File: src/rtl/if_fetch_unit.sv
// Instruction-fetch stage: owns the PC, issues one outstanding request at a time to a
// variable-latency instruction memory, and presents the fetched word to IF/ID.
module if_fetch_unit #(
   parameter logic [31:0] RESET_PC     = 32'h0000_0000,
   parameter logic [31:0] BUBBLE_INSTR = 32'h0000_0000
) (
   input  logic        clk,
   input  logic        reset,
   input  logic        StallF,
   input  logic        PCSrcE,
   input  logic [31:0] PCTargetE,
   output logic        ImemReq,
   output logic [31:0] ImemAddr,
   input  logic        ImemReady,
   input  logic        ImemRespValid,
   input  logic [31:0] ImemRData,
   output logic [31:0] InstrF,
   output logic [31:0] PCF,
   output logic [31:0] PCPlus4F,
   output logic        InstrValidF,
   output logic        FetchBusyF
);

   typedef enum logic [2:0] {
      IDLE  = 3'd0,
      REQ   = 3'd1,
      WAIT  = 3'd2,
      VALID = 3'd3,
      DROP  = 3'd4
   } state_t;

   state_t      state;
   logic [31:0] pc;
   logic [31:0] hold;
   logic [31:0] redirect_pc;
   logic        unused_tgt_lsb;

   assign redirect_pc    = {PCTargetE[31:2], 2'b00};
   assign unused_tgt_lsb = ^PCTargetE[1:0];

   always_ff @(posedge clk or posedge reset) begin
      if (reset) begin
         state <= IDLE;
         pc    <= {RESET_PC[31:2], 2'b00};
         hold  <= '0;
      end else if (PCSrcE) begin
         // A redirect wins over stall and over a same-cycle response. If a request
         // is already in flight for the old PC, its response must be swallowed in DROP.
         pc <= redirect_pc;
         case (state)
            REQ:     state <= ImemReady     ? DROP : REQ;
            WAIT:    state <= ImemRespValid ? REQ  : DROP;
            DROP:    state <= ImemRespValid ? REQ  : DROP;
            default: state <= REQ;
         endcase
      end else begin
         case (state)
            IDLE: state <= REQ;
            REQ:  if (ImemReady) state <= WAIT;
            WAIT: if (ImemRespValid) begin
               hold  <= ImemRData;
               state <= VALID;
            end
            VALID: if (!StallF) begin
               pc    <= pc + 32'd4;
               state <= REQ;
            end
            DROP: if (ImemRespValid) state <= REQ;
            default: state <= IDLE;
         endcase
      end
   end

   // Outputs depend only on registered state, never on inputs.
   assign ImemReq     = (state == REQ);
   assign ImemAddr    = pc;
   assign PCF         = pc;
   assign PCPlus4F    = pc + 32'd4;
   assign InstrValidF = (state == VALID);
   assign InstrF      = InstrValidF ? hold : BUBBLE_INSTR;
   assign FetchBusyF  = ~InstrValidF;

endmodule

File: config.mk
export PLATFORM = sky130hd
export DESIGN_NAME = if_fetch_unit
export DESIGN_NICKNAME = d
export VERILOG_FILES = /design/src/rtl/if_fetch_unit.sv
export SDC_FILE = /design/constraint.sdc
export NUM_CORES = 1
export LEC_CHECK = 0
export CAP_MARGIN = 20
export CORE_MARGIN = 4
export CORE_UTILIZATION = 46
export CTS_BUF_LIST = sky130_fd_sc_hd__clkbuf_8
export DETAILED_ROUTE_END_ITERATION = 10
export PLACE_DENSITY_LB_ADDON = 0.05
export SETUP_SLACK_MARGIN = 0.2
export SLEW_MARGIN = 20
export SYNTH_ARGS = -nofsm -noshare
export SYNTH_HDL_FRONTEND = slang
export SYNTH_SLANG_ARGS = --single-unit
File: constraint.sdc
create_clock -name clk -period 3.75 [get_ports clk]
set_clock_uncertainty 0.1 [all_clocks]
set_input_delay 0.375 -clock clk [delete_from_list [all_inputs] [get_ports clk]]
set_output_delay 0.375 -clock clk [all_outputs]
set_load 0.01 [all_outputs]
==> Slide: Implementation Results <==
Implementation Results

Detailed routing
  • Met3 Routed Length: 1030 um
  • Top Layer Used: met4

Flow run
  • Max Cap Viol: 0

Final timing
  • Worst Hold Slack: 0.298 ns
  • Setup TNS: 0 ns
  • # setup viols final: 0
  • Crit path time final: 3.46 ns
  • Final Hold Viols: 0
  • Slew @ Worst Pin: 0.793 ns
  • RSZ-0062 raised after global routing: false

Placed design
  • Port Buffers: 192
  • Pre-CTS setup slack: 0.436 ns
  • Final HPWL DP: 8860 um

Critical path
  • Worst r2r dst: ImemAddr[16]$_DFFE_PP0P_
  • Largest delay contributor family on the critical path: simple AND/OR/NAND/NOR gates
  • R2R setup slack: 1.22 ns
  • Worst Path Max Fanout: 8
  • Buffers & Inverters on Critical Path: 1

Synthesis
  • Flops out of synthesis: 65
  • Yosys stat area: 4280 um^2
  • Syn_area_per_cell: 9.51 um^2
  • Biggest area cells: dfrtp_1, mux2_2, buf_4
  • XOR-XNOR Cells, Area Fraction: 7.98%
  • And+or+nand+nor area frac: 23.6%
  • Top-area cell share: 38.0%
  • Cell variety after synth: 51
  • Synth warnings: 0
  • Yosys top cell by instances: dfrtp_1

Power
  • Leak Pwr: 2.47 nW
  • Power density over the cells: 423 nW/um^2
  • Top pwr grp: registers
  • Logic pwr share: 32.5%
  • VDD IR max: 0.000252 V
  • Comb power: 858 uW

Finish
  • P&R area growth vs syn: 45.6%
  • Register cell area after layout: 1630 um^2
  • Signal buffers share of area: 32.6%
  • Comb gates: 309
  • Fin nets: 673
  • Most numerous logic cells after layout: clkdlybuf4s50_1, dfrtp_1, and2_1
  • Final Instance Count excl. Fillers: 714
  • Buffers, non-clock: 206
  • Inverters: 11

Die
  • Initial Util: 48.1%
  • Die Span Y: 104 um

CTS
  • Root Buffer: clkbuf_8
  • CTS H-tree depth: 3
  • Cts bufs inserted: 9

Status
  • Status: completed

Global route
  • M3 GR Usage: 7.26%
  • Antenna violations before repair: 0
Fig. 1: routing congestion map
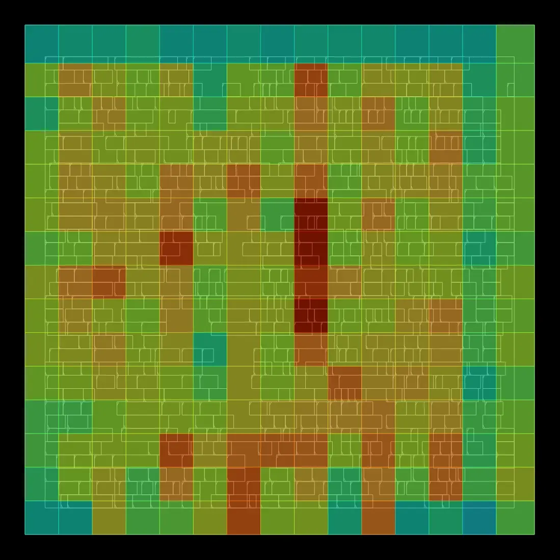
met2 Resource Use GR: 37.4%
total track usage: 21.4%
Final Util: 70.1%
WL/cell: 16.6 um

Fig. 2: the metal 2 layer
Drawn at 4 px/um.
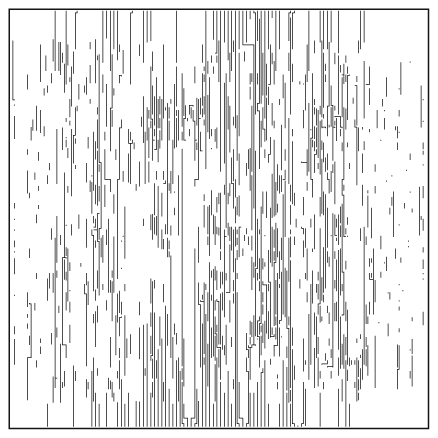
wire length on this layer: 5,920 um
longest straight run: 54.2 um

Fig. 3: I/O pins on the die edge
Drawn at 4 px/um. Pins as bars across the die edge, other pins in gray.
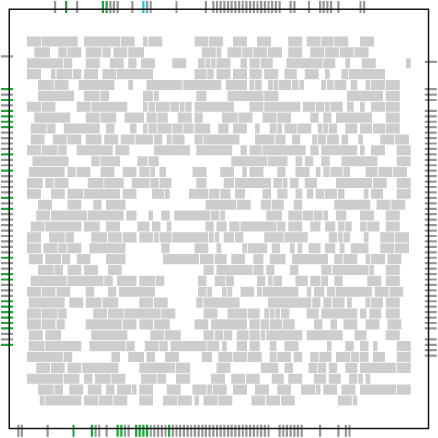
| port | color | pins | direction | edge |
|---|---|---|---|---|
| ImemRespValid | cyan | 1 | input | north |
| ImemRData | green | 32 | input | 20 west, 9 south, 3 north |

Fig. 4: signal wires on met3
Drawn at 3 px/um.
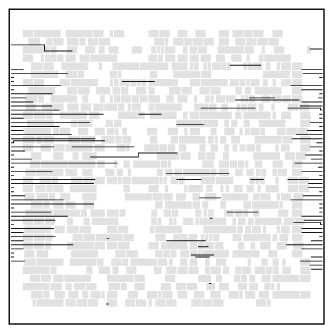
main direction: horizontal
share of all routed wire: 8.7%
nets with wire on the layer: 110
longest straight run: 35.2 um

Fig. 5: metal 1
Drawn at 4 px/um.
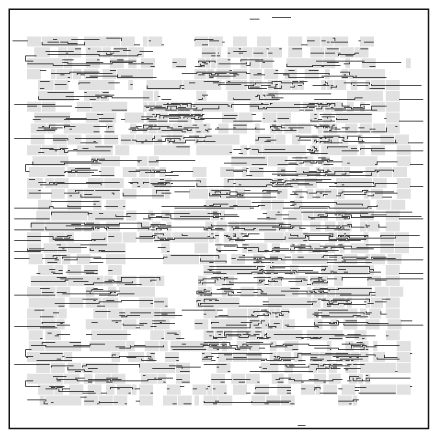
main direction: horizontal
longest straight run: 27.6 um
nets with wire on the layer: 572
wire length on this layer: 4,800 um

Power is estimated from default activity; no workload was simulated.
